`src/rtl/keypad_scanner_if.sv`:
```
// Keypad matrix lines plus the published raw key map toward the debounce stage.
interface keypad_scanner_if;
  logic [3:0]  cols;
  logic [3:0]  rows;
  logic [15:0] keys_pressed;
  logic        scan_done;

  modport master (input cols, output rows, output keys_pressed, output scan_done);
  modport slave  (output cols, input rows, input keys_pressed, input scan_done);
endinterface

```
`src/rtl/keypad_scanner.sv`:
```
// 4x4 keypad row scanner: drives one row low per SETTLE_CYCLES, samples synchronized columns,
// publishes a raw 16-bit key map with a one-cycle scan_done pulse every full sweep.
module keypad_scanner #(
  parameter int SETTLE_CYCLES = 100
) (
  input  logic              clk,
  input  logic              reset,
  keypad_scanner_if.master  kp
);
  localparam int CNT_W = (SETTLE_CYCLES > 1) ? $clog2(SETTLE_CYCLES) : 1;
  localparam logic [CNT_W-1:0] CNT_LAST = CNT_W'(SETTLE_CYCLES - 1);

  typedef enum logic {ST_INIT, ST_SCAN} state_t;

  state_t           state, state_nxt;
  logic [CNT_W-1:0] counter, counter_nxt;
  logic [1:0]       row_idx, row_idx_nxt;
  logic             sample, publish;
  logic [3:0]       rows_nxt;
  logic [3:0]       col_meta, col_sync;
  logic [15:0]      scratch;

  always_ff @(posedge clk) begin
    if (!reset) begin
      state   <= ST_INIT;
      counter <= '0;
      row_idx <= '0;
    end else begin
      state   <= state_nxt;
      counter <= counter_nxt;
      row_idx <= row_idx_nxt;
    end
  end

  always_comb begin
    state_nxt   = state;
    counter_nxt = counter;
    row_idx_nxt = row_idx;
    sample      = 1'b0;
    case (state)
      ST_INIT: begin
        state_nxt   = ST_SCAN;
        counter_nxt = '0;
        row_idx_nxt = '0;
      end
      ST_SCAN: begin
        if (counter == CNT_LAST) begin
          sample      = 1'b1;
          counter_nxt = '0;
          row_idx_nxt = row_idx + 2'd1;
        end else begin
          counter_nxt = counter + CNT_W'(1);
        end
      end
      default: state_nxt = ST_INIT;
    endcase
  end

  // Rows are registered from the next row index so the new row is driven right after the sample edge.
  always_comb begin
    rows_nxt = 4'b1111;
    if (state_nxt == ST_SCAN)
      rows_nxt = ~(4'b0001 << row_idx_nxt);
  end

  assign publish = sample && (row_idx == 2'd3);

  always_ff @(posedge clk) begin
    if (!reset) begin
      col_meta        <= 4'b1111;
      col_sync        <= 4'b1111;
      scratch         <= '0;
      kp.rows         <= 4'b1111;
      kp.keys_pressed <= '0;
      kp.scan_done    <= 1'b0;
    end else begin
      col_meta     <= kp.cols;
      col_sync     <= col_meta;
      kp.rows      <= rows_nxt;
      kp.scan_done <= publish;
      if (sample)
        scratch[{row_idx, 2'b00} +: 4] <= ~col_sync;
      if (publish)
        kp.keys_pressed <= {~col_sync, scratch[11:0]};
    end
  end
endmodule
```
`src/flat_wrapper.sv`:
```
// flat-port wrapper written by rule: the top's interface ports become plain ports
module keypad_scanner_flat 
#(
  parameter int SETTLE_CYCLES = 100
)
  (clk, reset, kp_cols, kp_rows, kp_keys_pressed, kp_scan_done);
  keypad_scanner_if kp_i ();
  input  logic clk;
  input  logic reset;
  input wire logic [$bits(kp_i.cols)-1:0] kp_cols;
  output wire logic [$bits(kp_i.rows)-1:0] kp_rows;
  output wire logic [$bits(kp_i.keys_pressed)-1:0] kp_keys_pressed;
  output wire logic [$bits(kp_i.scan_done)-1:0] kp_scan_done;
  assign kp_i.cols = kp_cols;
  assign kp_rows = kp_i.rows;
  assign kp_keys_pressed = kp_i.keys_pressed;
  assign kp_scan_done = kp_i.scan_done;
  keypad_scanner #(.SETTLE_CYCLES(SETTLE_CYCLES)) u_core (.clk(clk), .reset(reset), .kp(kp_i));
endmodule
```
`config.mk`:
```
export PLATFORM = sky130hd
export DESIGN_NAME = keypad_scanner_flat
export DESIGN_NICKNAME = d
export VERILOG_FILES = /design/src/rtl/keypad_scanner_if.sv /design/src/rtl/keypad_scanner.sv /design/src/flat_wrapper.sv
export SDC_FILE = /design/constraint.sdc
export NUM_CORES = 1
export LEC_CHECK = 0
export CORE_UTILIZATION = 50
export DETAILED_ROUTE_END_ITERATION = 10
export PLACE_DENSITY = 0.73
export SETUP_SLACK_MARGIN = 0.05
export SLEW_MARGIN = 20
export SYNTH_ARGS = -nofsm -noshare
export SYNTH_HDL_FRONTEND = slang
export SYNTH_SLANG_ARGS = --single-unit
```
`constraint.sdc`:
```
create_clock -name clk -period 7.3 [get_ports clk]
set_clock_uncertainty 0.1 [all_clocks]
set_input_delay 1.825 -clock clk [delete_from_list [all_inputs] [get_ports clk]]
set_output_delay 1.825 -clock clk [all_outputs]
set_load 0.01 [all_outputs]
```
==> ci_impl_report.md <==
### Flow metrics

| Metric | Value |
|---|---|
| Fin nets | ~250 |
| Most instantiated logic cell after routing | dfxtp_1 |
| Fin area | approximately 2500 um2 |
| Worst setup path start | reset |
| Setup TNS | 0 ns |
| Min Hold Slack | 0.314 ns |
| DRC | 0 |
| Synth cell types | 33 |
| Die ar. | roughly 4500 um2 |
| Largest net degree at the start of global routing | approximately 47 |
| Seq pwr share | 54.6% |
| Share of cells above drive strength 1 | under 10% |
| Min-Delay Startpoint | u_core.col_meta[2] |
| Initial antenna violation count | 0 |
| # resized after CTS | 0 |
| Unrepaired setup endpoints after global routing | false |
| Arr. time, crit path | 3.26 ns |
| Vias in the first global route | between 1000 and 1500 |
| Seq/Total Area, Yosys | 48.6% |
| Logic power comb | between 0.00001 and 0.000015 W |
| Total power | around 0.00052 W |
| CP delay by family, top | buffers and inverters |
| Antenna cells | 0 |
| Slew margin rel. | between 30% and 40% |
| Status | finished clean |
| Slowest cell on crit path | clkdlybuf4s50_1 |
| Area share, top type | between 40% and 50% |
| Cell Area, Synth | 2100 um2 |
| H-tree levels | 2 |
| Fin cells | approximately 290 |
| HPWL after DPL | 2.40 mm |
| Fill cells | around 360 |
| Placed instance count | ~290 |
| CTS Hold Bufs | 0 |
| Total gr overflow | 0 |
| Largest area contributor in the netlist | dfxtp_1 |
| WP buf/inv | 3 |
| Syn Area/Cell | between 9 and 10 um2 |
| R2r worst-path depth | 5 |
| Worst setup SP type | primary input |
| Post-layout util | around 62% |
| CTS root buffer | clkbuf_8 |
| Tool Warnings | 30 |
| Final setup fails | 0 |
| Net Sw Power | approximately 0.000096 W |
| Final ANT Viol Nets | 0 |
| DIE WIDTH | approximately 67 um |
| CP peak stage delay | between 0.4 and 0.5 ns |
| Post-CTS Setup Inserts | 0 |
| Clk. pwr | about 0.00022 W |
| GRT Overall Usage | 18.0% |
| Pre-antenna DRT Iters | 4 |
| Port Buffers | 26 |
| Synth area leaders | dfxtp_1 49%, mux2i_1 7.6%, nand2_1 5.9% |
| Placed Area | roughly 2400 um2 |
| Main power group | sequential cells |
| Setup ws final | 4.16 ns |
| PwrDens | 209 nW/um2 |
| Pre-CTS setup slack | 3.81 ns |
| Yosys Warn Count | 0 |
| Crit path depth | 4 |
| Mapped Nets | between 200 and 250 |
| Worst Hold End | u_core.col_sync[2] |
| GP Congestion | ~0.8 |
| First-pass GRT wire length | 6.02 mm |
| Yosys Chip Area | around 2100 um2 |
| Ports | 27 |
| Critical path cell sequence | clkdlybuf4s50_1 -> buf_4 -> inv_1 -> nor4_1 |
| Clk pwr share | a little over two fifths |
| Hold depth | 1 |
| Leakage Power | just over 0.8 nW |
| Final Hold Violation Tally | 0 |
| Cell row count | 23 |
| P_seq | roughly 0.00028 W |
| Comb power frac | 2.4% |
| Worst Hold Class | reg -> reg |
| CTS tree | done |
| Flop2flop setup slack | between 4 and 5 ns |
| Crit share post-route | a little over two fifths |
| Die height | between 60 and 70 um |
| Max-slew violation count | 0 |
| Sinks on Clock Net | 51 |
[layer usage]
layer | GRT usage [%] | wire, um | part of all wire (%) | up-vias
met2 | 29.2 | 1630 | 46 | 39
met5 | 0 | 0 | 0 | -
met4 | 7.71 | 55 | 1.5 | 0
met1 | 21.8 | 1720 | 48 | 723
li1 | - | - | - | 826
met3 | 5.65 | 151 | 4.2 | 6
[worst register-to-register path, cell delays in order, from the launching register on]
cell and delay [ns]:
dfxtp_1 0.61, inv_1 0.25, ha_1 0.48, or4b_2 0.63, or3_1 0.32, a21oi_1 0.15
[layout make-up]
type | count | area [um2] | share of cell area [%]
multi-input combinational | 153 | 988 | 39.7
inverter | 4 | 15.0 | 0.604
clock inverter | 2 | 60.1 | 2.41
clock buffer | 6 | 72.6 | 2.92
sequential | 51 | 1020 | 41.0
tap | 50 | 62.6 | 2.52
timing repair buffer | 27 | 268 | 10.8
[synthesized netlist by cell type (all sizes together)]
master,number
nand2,33
o21bai,2
nor3,1
nand2b,13
or4bb,1
buf,3
clkbuf,12
or4,7
ha,6
o21ai,17
o22a,2
xor2,2
a311oi,2
and4,1
or4b,2
a21oi,16
nor2,5
o41ai,1
inv,4
xnor2,1
or3,6
nand3b,1
mux2i,16
nor4,2
nand4,5
nor4b,3
nand3,5
dfxtp,51
nand4b,2
or3b,1
[sequential cells by signal, indices dropped and copies added, names as in the netlist]
name / count
u_core.kp.rows: 4
u_core.state: 1
u_core.counter: 7
u_core.col_meta: 4
u_core.scratch: 12
u_core.col_sync: 4
u_core.kp.keys_pressed: 16
u_core.row_idx: 2
u_core.kp.scan_done: 1
[kinds of logic after synthesis]
group,synth area share [%]
xor gates and xnor gates,1.25
muxes,7.62
AOI/OAI and AO/OA,10.7
buffers and inverters,4.35
DFF,48.6
adders and majority gates,3.57
and+or+nand+nor,23.9
**Clock nets**

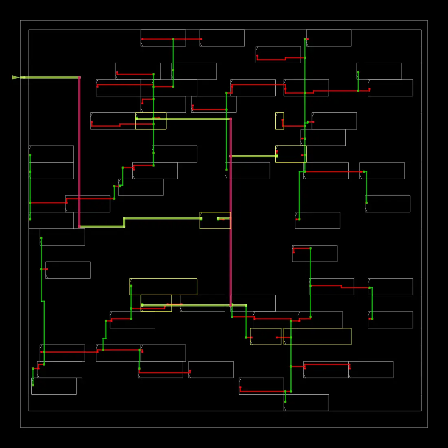
Flops: 51
CTS Buf Count: 5
Late-Pin Clk Latency: 0.30 ns
Clock Buffer Count: 6

**Clock distribution**

(6 px per um)
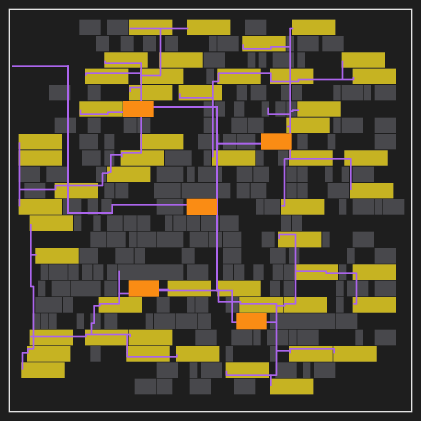
clock wires: drawn in purple, length 514 um. clock drivers: drawn in orange, count 5. flip-flops: drawn in yellow, count 51.
There are 6 routed clock nets. Position of the flops: spread over the die.

**Signal wires on met1**

(4 px per um) Supply wires on this layer in gray.
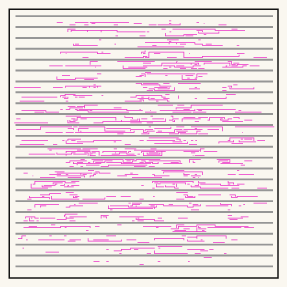
The layer holds 48% of the routed length. The layer carries 1720 um of wire. 227 nets have wire on it.
detailed-route via count: 1594
M1 GR Usage: 21.8%
Final Routed Wirelength: 3.56 mm

**Cell area per tile**

(6 px per um) 7 x 7 tiles, from white (low) to dark blue (high), 0 to 100% covered.
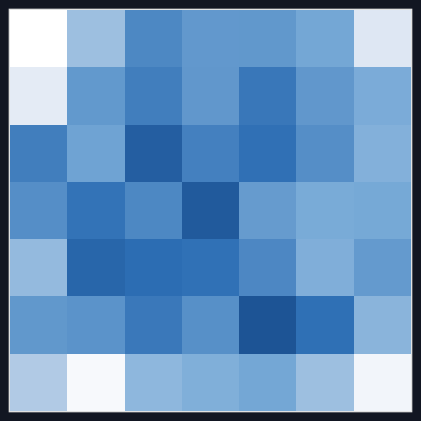
10% of the tiles are over 75% full. The emptiest ninth of the die: top left. 2.0% of the tiles are nearly empty. The densest ninth of the die: middle. The mean over all tiles is 54%.

Power and IR drop assume default switching activity.
